<file path="config.mk">
export PLATFORM = sky130hd
export DESIGN_NAME = vga_brick_renderer
export DESIGN_NICKNAME = d
export VERILOG_FILES = /design/src/rtl/vga_brick_renderer.sv
export SDC_FILE = /design/constraint.sdc
export NUM_CORES = 1
export LEC_CHECK = 0
export CAP_MARGIN = 10
export CORE_UTILIZATION = 40
export DETAILED_ROUTE_END_ITERATION = 12
export DONT_BUFFER_PORTS = 1
export PLACE_DENSITY_LB_ADDON = 0.08
export SYNTH_ARGS = -nofsm -noshare
export SYNTH_HDL_FRONTEND = slang
export SYNTH_SLANG_ARGS = --single-unit
</file>
<file path="constraint.sdc">
create_clock -name CLK_25MH -period 4.2 [get_ports CLK_25MH]
set_input_delay 1.05 -clock CLK_25MH [delete_from_list [all_inputs] [get_ports CLK_25MH]]
set_output_delay 1.05 -clock CLK_25MH [all_outputs]
set_load 0.1 [all_outputs]
</file>
<file path="src/rtl/vga_brick_renderer.sv">
// VGA scan generator and breakout renderer: paddle, ball and a ROWS x COLS
// brick field on 3-bit RGB, with ball/brick hit detection committed once per
// frame at the start of vertical blanking.
module vga_brick_renderer #(
  parameter int H_ACTIVE  = 640,
  parameter int H_FP      = 16,
  parameter int H_SYNC    = 96,
  parameter int H_BP      = 48,
  parameter int V_ACTIVE  = 480,
  parameter int V_FP      = 10,
  parameter int V_SYNC    = 2,
  parameter int V_BP      = 33,
  parameter int ROWS      = 5,
  parameter int COLS      = 5,
  parameter int ORIGIN_X  = 40,
  parameter int ORIGIN_Y  = 40,
  parameter int BRICK_W   = 80,
  parameter int BRICK_H   = 30,
  parameter int GAP_X     = 40,
  parameter int GAP_Y     = 20,
  parameter int BALL_SIZE = 7,
  parameter int PADDLE_Y  = 440,
  parameter int PADDLE_H  = 10,
  parameter int PADDLE_W  = 100,
  parameter int NB        = ROWS * COLS,
  parameter int IW        = (NB > 1) ? $clog2(NB) : 1
) (
  input  logic          CLK_25MH,
  input  logic          reset,
  input  logic [9:0]    paddle_pos,
  input  logic [9:0]    ball_x,
  input  logic [9:0]    ball_y,
  input  logic          clear_field,
  output logic [2:0]    RGB,
  output logic          hsync,
  output logic          vsync,
  output logic [9:0]    hor_count,
  output logic [9:0]    ver_count,
  output logic          frame_start,
  output logic          hit_valid,
  output logic [IW-1:0] hit_index,
  output logic [IW:0]   bricks_left,
  output logic          field_empty
);
  localparam int H_TOTAL = H_ACTIVE + H_FP + H_SYNC + H_BP;
  localparam int V_TOTAL = V_ACTIVE + V_FP + V_SYNC + V_BP;
  localparam int PITCH_X = BRICK_W + GAP_X;
  localparam int PITCH_Y = BRICK_H + GAP_Y;
  localparam logic [3:0] COLS_C = 4'(COLS);
  localparam logic [3:0] ROWS_C = 4'(ROWS);

  logic [9:0]    h, v, h_nxt, v_nxt;
  logic          line_end, active, commit;
  logic [9:0]    x_off, y_off;
  logic [3:0]    col, row;           // COLS / ROWS mean "outside the field"
  logic [IW:0]   row_base;           // row*COLS, accumulated instead of multiplied
  logic [IW-1:0] bidx, hit_latch;
  logic [NB-1:0] live;
  logic          in_brick, in_ball, in_paddle, hit_pend, clr_pend, armed;
  logic [10:0]   h_e, v_e;
  logic [2:0]    brick_rgb, pix;

  // next raster position
  always_comb begin
    line_end = (h == 10'(H_TOTAL - 1));
    h_nxt    = line_end ? '0 : h + 10'd1;
    v_nxt    = v;
    if (line_end) v_nxt = (v == 10'(V_TOTAL - 1)) ? '0 : v + 10'd1;
  end

  // raster counters
  always_ff @(posedge CLK_25MH or negedge reset) begin
    if (!reset) begin
      h <= '0;
      v <= '0;
    end else begin
      h <= h_nxt;
      v <= v_nxt;
    end
  end

  // horizontal brick tracker: offset within pitch and column of the current h
  always_ff @(posedge CLK_25MH or negedge reset) begin
    if (!reset) begin
      x_off <= '0;
      col   <= (ORIGIN_X == 0) ? 4'd0 : COLS_C;
    end else if (h_nxt == 10'(ORIGIN_X)) begin
      x_off <= '0;
      col   <= '0;
    end else if (h_nxt == '0) begin
      col <= COLS_C;
    end else if (col != COLS_C) begin
      if (x_off == 10'(PITCH_X - 1)) begin
        x_off <= '0;
        col   <= col + 4'd1;
      end else begin
        x_off <= x_off + 10'd1;
      end
    end
  end

  // vertical brick tracker, advanced once per line
  always_ff @(posedge CLK_25MH or negedge reset) begin
    if (!reset) begin
      y_off    <= '0;
      row      <= (ORIGIN_Y == 0) ? 4'd0 : ROWS_C;
      row_base <= '0;
    end else if (line_end) begin
      if (v_nxt == 10'(ORIGIN_Y)) begin
        y_off    <= '0;
        row      <= '0;
        row_base <= '0;
      end else if (v_nxt == '0) begin
        row <= ROWS_C;
      end else if (row != ROWS_C) begin
        if (y_off == 10'(PITCH_Y - 1)) begin
          y_off    <= '0;
          row      <= row + 4'd1;
          row_base <= row_base + (IW+1)'(COLS);
        end else begin
          y_off <= y_off + 10'd1;
        end
      end
    end
  end

  // region tests on the current pixel (11-bit sums so edges never wrap)
  always_comb begin
    h_e       = {1'b0, h};
    v_e       = {1'b0, v};
    active    = (h < 10'(H_ACTIVE)) && (v < 10'(V_ACTIVE));
    commit    = (h == '0) && (v == 10'(V_ACTIVE));
    bidx      = row_base[IW-1:0] + IW'(col);
    in_brick  = (col < COLS_C) && (row < ROWS_C) && (x_off <= 10'(BRICK_W)) &&
                (y_off <= 10'(BRICK_H)) && live[bidx];
    in_ball   = ({1'b0, ball_x} <= h_e) && (h_e <= {1'b0, ball_x} + 11'(BALL_SIZE)) &&
                ({1'b0, ball_y} <= v_e) && (v_e <= {1'b0, ball_y} + 11'(BALL_SIZE));
    in_paddle = ({1'b0, paddle_pos} < h_e) && (h_e < {1'b0, paddle_pos} + 11'(PADDLE_W)) &&
                (v_e > 11'(PADDLE_Y)) && (v_e < 11'(PADDLE_Y + PADDLE_H));
  end

  // brick colour cycles every five rows; then pixel priority mux
  always_comb begin
    case (row[2:0])
      3'd0, 3'd5: brick_rgb = 3'b010;
      3'd1, 3'd6: brick_rgb = 3'b110;
      3'd2, 3'd7: brick_rgb = 3'b111;
      3'd3:       brick_rgb = 3'b101;
      default:    brick_rgb = 3'b011;
    endcase
    pix = 3'b000;
    if (active) begin
      if (in_paddle)     pix = 3'b001;
      else if (in_ball)  pix = 3'b101;
      else if (in_brick) pix = brick_rgb;
    end
  end

  // registered video outputs, all aligned to the pixel on hor/ver_count
  always_ff @(posedge CLK_25MH or negedge reset) begin
    if (!reset) begin
      RGB         <= 3'b000;
      hsync       <= 1'b1;
      vsync       <= 1'b1;
      hor_count   <= '0;
      ver_count   <= '0;
      frame_start <= 1'b0;
      armed       <= 1'b0;
    end else begin
      RGB         <= pix;
      hsync       <= !((h >= 10'(H_ACTIVE + H_FP)) && (h < 10'(H_ACTIVE + H_FP + H_SYNC)));
      vsync       <= !((v >= 10'(V_ACTIVE + V_FP)) && (v < 10'(V_ACTIVE + V_FP + V_SYNC)));
      hor_count   <= h;
      ver_count   <= v;
      frame_start <= armed && (h == '0) && (v == '0);   // (0,0) reached by wrap only
      armed       <= 1'b1;
    end
  end

  // hit latch, sticky clear request and frame-boundary commit
  always_ff @(posedge CLK_25MH or negedge reset) begin
    if (!reset) begin
      live        <= '1;
      bricks_left <= (IW+1)'(NB);
      hit_pend    <= 1'b0;
      clr_pend    <= 1'b0;
      hit_latch   <= '0;
      hit_valid   <= 1'b0;
      hit_index   <= '0;
    end else begin
      hit_valid <= 1'b0;
      if (commit) begin
        hit_pend <= 1'b0;
        clr_pend <= 1'b0;
        if (clr_pend || clear_field) begin
          live        <= '1;
          bricks_left <= (IW+1)'(NB);
        end else if (hit_pend) begin
          live[hit_latch] <= 1'b0;
          bricks_left     <= bricks_left - 1'b1;
          hit_valid       <= 1'b1;
          hit_index       <= hit_latch;
        end
      end else begin
        if (clear_field) clr_pend <= 1'b1;
        if (!hit_pend && active && in_ball && in_brick) begin
          hit_pend  <= 1'b1;
          hit_latch <= bidx;
        end
      end
    end
  end

  assign field_empty = (bricks_left == '0);

endmodule

</file>
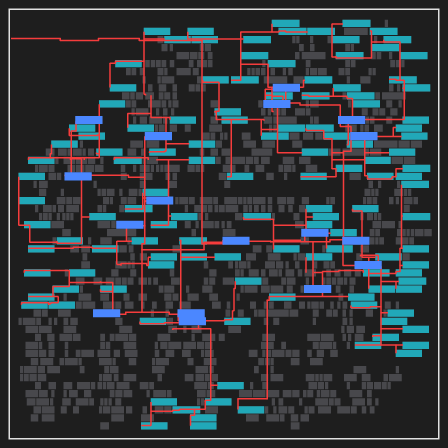
Run 1: routed clock nets over the placement
[red] clock wires | length: 1,920 um
[blue] cells driving clock nets | count: 17
[cyan] flip-flops | count: 124
routed clock nets: 18
skew final: 13.5 ps
clk pwr: 1470 uW

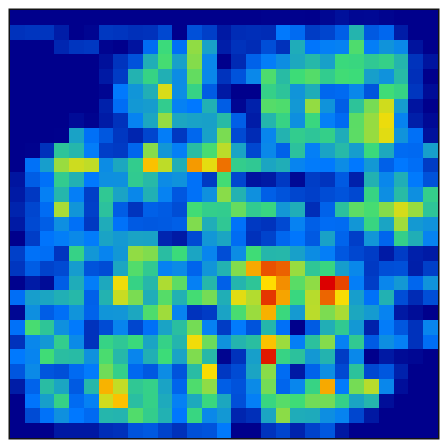
Run 1: signal metal coverage by tile
The die is cut into 29 by 29 equal tiles; dark blue is low, red is high, scaled to the fullest tile. Values are wire area over tile area, all layers added.
nearly empty tiles: 14%
emptiest ninth of the die: upper left
mean over tiles: 0.15
tiles over half the peak: 14%

==> results.toml, run 1 <==
# generated from flow reports
[placement]
place_ws_ps = -116
dp.cells = 1109

[grt]
grt_pass1_vias = 6351
antenna_found_initial = 0

[run_status]
status = "finished, final reports clean"

[routing]
drc_errors = 0
vias = 6332
wirelength_um = 20100
detail-route-antenna-nets = 0

[finish]
area_growth_pct = 11.4
layout.cells.most_common = "dfrtp_1"

[final_timing]
setup_slack_ps = 341
finalCritPeriodShare = 0.919

[worst_setup_path]
crit_end = "hit_latch[2]$_DFFE_PN0P_"
endpoint_kind = "flip-flop"
reg2regPathDepth = 8
critical_path_depth = 15

[yosys]
mux_area_frac = 0.0418
synthCells = 848
aoi_share = 0.152
top_cells_by_count = "dfrtp_1, ha_1, nand2_1, o21ai_0, inv_1"
simple_gate_area_frac = 0.189

[clock_tree]
cts_hold_buf = 0
clock_latency_ps = 420
cts_made_buffers = 17
cts.path.max_buffers = 2

[power_and_ir_drop]
p_leak_uw = 0.00394
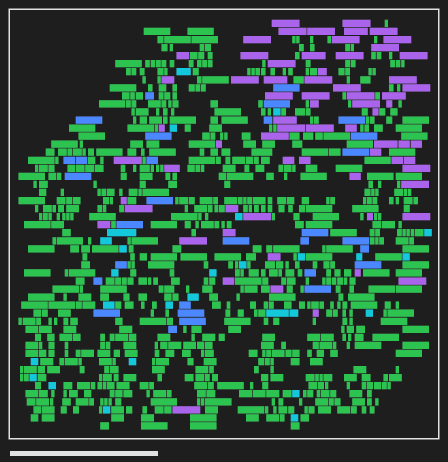
Run 1: cell sizes after repair
The bar under the picture is 50 um long.
| colour | size | cells | share | most used |
|---|---|---|---|---|
| blue | drive 6 and up | 30 | 3.4% | clkbuf_16 |
| cyan | drive 3 to 4 | 27 | 3.1% | buf_4 |
| green | drive 1 or less | 751 | 86% | dfrtp_1 |
| purple | drive 2 | 68 | 7.8% | dfstp_2 |

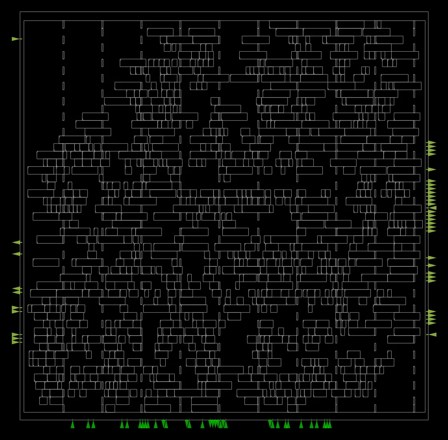
Run 1: placement view
Finished Core Util: 0.459
sequential portion of the cell area: 0.347

-- run 1: power groups by stage --
stage	logic [uW]	registers, uW	clock network (uW)
floorplan	84.8	1230	0
global placement	108	1230	0
detailed placement	112	1230	0
CTS	113	1210	1510
global route	129	1210	1560
finish	112	1210	1470
-- run 1: area by class of cell --
| type | count | area (sq um) |
|---|---|---|
| fillers | 1901 | 10700 |
| multi-input cells | 646 | 4650 |
| flip-flops and latches | 124 | 3150 |
| clock buffers | 18 | 450 |
| well taps | 265 | 332 |
| inverters | 56 | 210 |
| repair buffers | 18 | 135 |
| clock inverters | 14 | 134 |
-- run 1: kinds of logic after synthesis --
logic type,after synthesis
buffers and inverters,78
AND/OR/NAND/NOR,291
multiplexers,25
adder cells (fa/ha/maj),87
flip-flops,124
AND-OR/OR-AND,192
other,1
XOR/XNOR,50
Run 1, where the registers sit:
The bar under the picture is 50 um long. Other sequential cells in the stronger grey, the rest of the logic in the fainter grey.
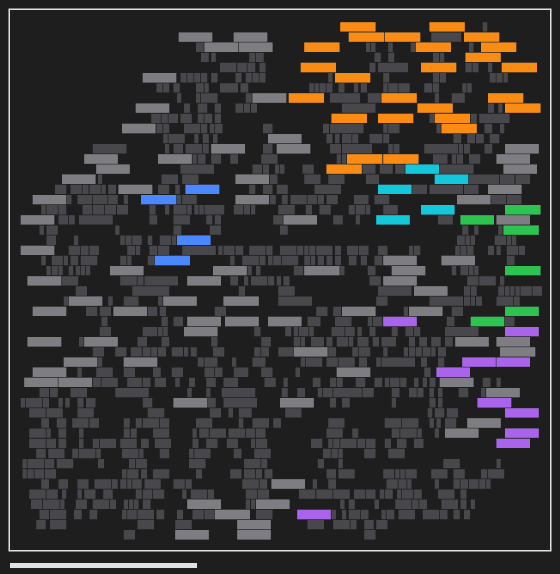

--- run 2 (diff from run 1) ---
RECOVER_POWER = 100   (was default)
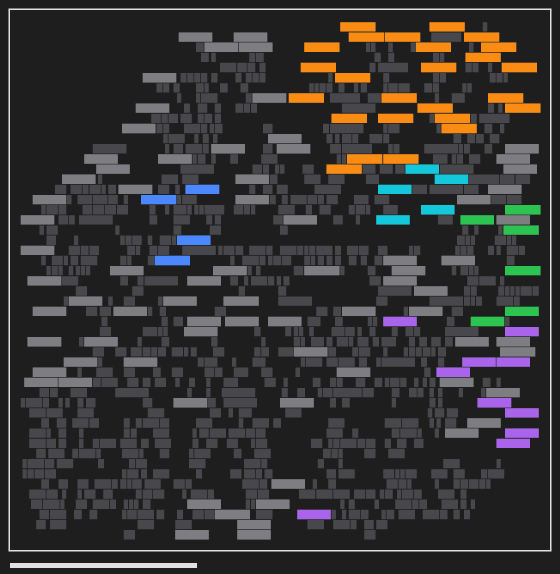
Run 2: where the registers sit
The bar under the picture is 50 um long. Other sequential cells in the stronger grey, the rest of the logic in the fainter grey.
| colour | name in the netlist | flops |
|---|---|---|
| blue | col | 4 |
| cyan | hit_latch | 5 |
| purple | ver_count | 10 |
| green | bricks_left | 6 |
| orange | live | 25 |
not coloured: 74

==> run 2 against run 1 <==
Compared with the run above: sequential share of layout area rose by 0.35 points; utilization fell by 0.46 points; first-iteration DRC count fell by 18%; maximum frequency barely moved; hold slack improved by 1.3 ps; final cell count did not move; sequential power barely moved; via count rose by 0.47%; flip-flop count did not move.
==> results.toml, run 2 <==
# generated from flow reports
[run_status]
status = "finished, final reports clean"

[routing]
detail-route-antenna-nets = 0
wirelength_um = 20100

[yosys]
top_cells_by_count = "dfrtp_1, ha_1, nand2_1, o21ai_0, inv_1"
mux_area_frac = 0.0418
synthCells = 848

[final_timing]
setup_slack_ps = 340
finalCritPeriodShare = 0.919
clock-skew-final_ps = 13.5

[finish]
final_core_util = 0.455
area_growth_pct = 10.2
final-clk-cell-share = 0.0652
logic_gate_count = 646
layout.cells.most_common = "dfrtp_1"
buffer_area_frac = 0.0110
largest_class = "multi-input combinational cells"
ff_latch_area_sq_um = 3150
comb_share = 0.513
nFillCells = 1918

[power_and_ir_drop]
p_leak_uw = 0.00388
powerClk_uw = 1470
powerComb_uw = 111

[worst_setup_path]
endpoint_kind = "flip-flop"

[placement]
dp.cells = 1109

[clock_tree]
cts_made_buffers = 17
clock_latency_ps = 420
run 2: cell counts after synthesis:
Identical to the previous run, type by type.
run 2: how the worst max path moves through the flow:
stage / to / slack (ps)
2_1_floorplan: hit_latch[2]$_DFFE_PN0P_ / 230
3_3_place_gp: hit_latch[2]$_DFFE_PN0P_ / 10
3_5_place_dp: hit_latch[2]$_DFFE_PN0P_ / -120
4_1_cts: hit_latch[2]$_DFFE_PN0P_ / 350
5_1_grt: hit_latch[2]$_DFFE_PN0P_ / 90
6_report: hit_latch[2]$_DFFE_PN0P_ / 340
run 2: metal layers:
layer / vias to the layer above / part of all wire / track usage
li1: 3089 / - / -
met3: 21 / 0.046 / 0.0487
met4: 0 / 0.014 / 0.0704
met5: - / 0 / 0
met2: 126 / 0.44 / 0.318
met1: 3126 / 0.50 / 0.284
Power is estimated from default activity; no workload was simulated.
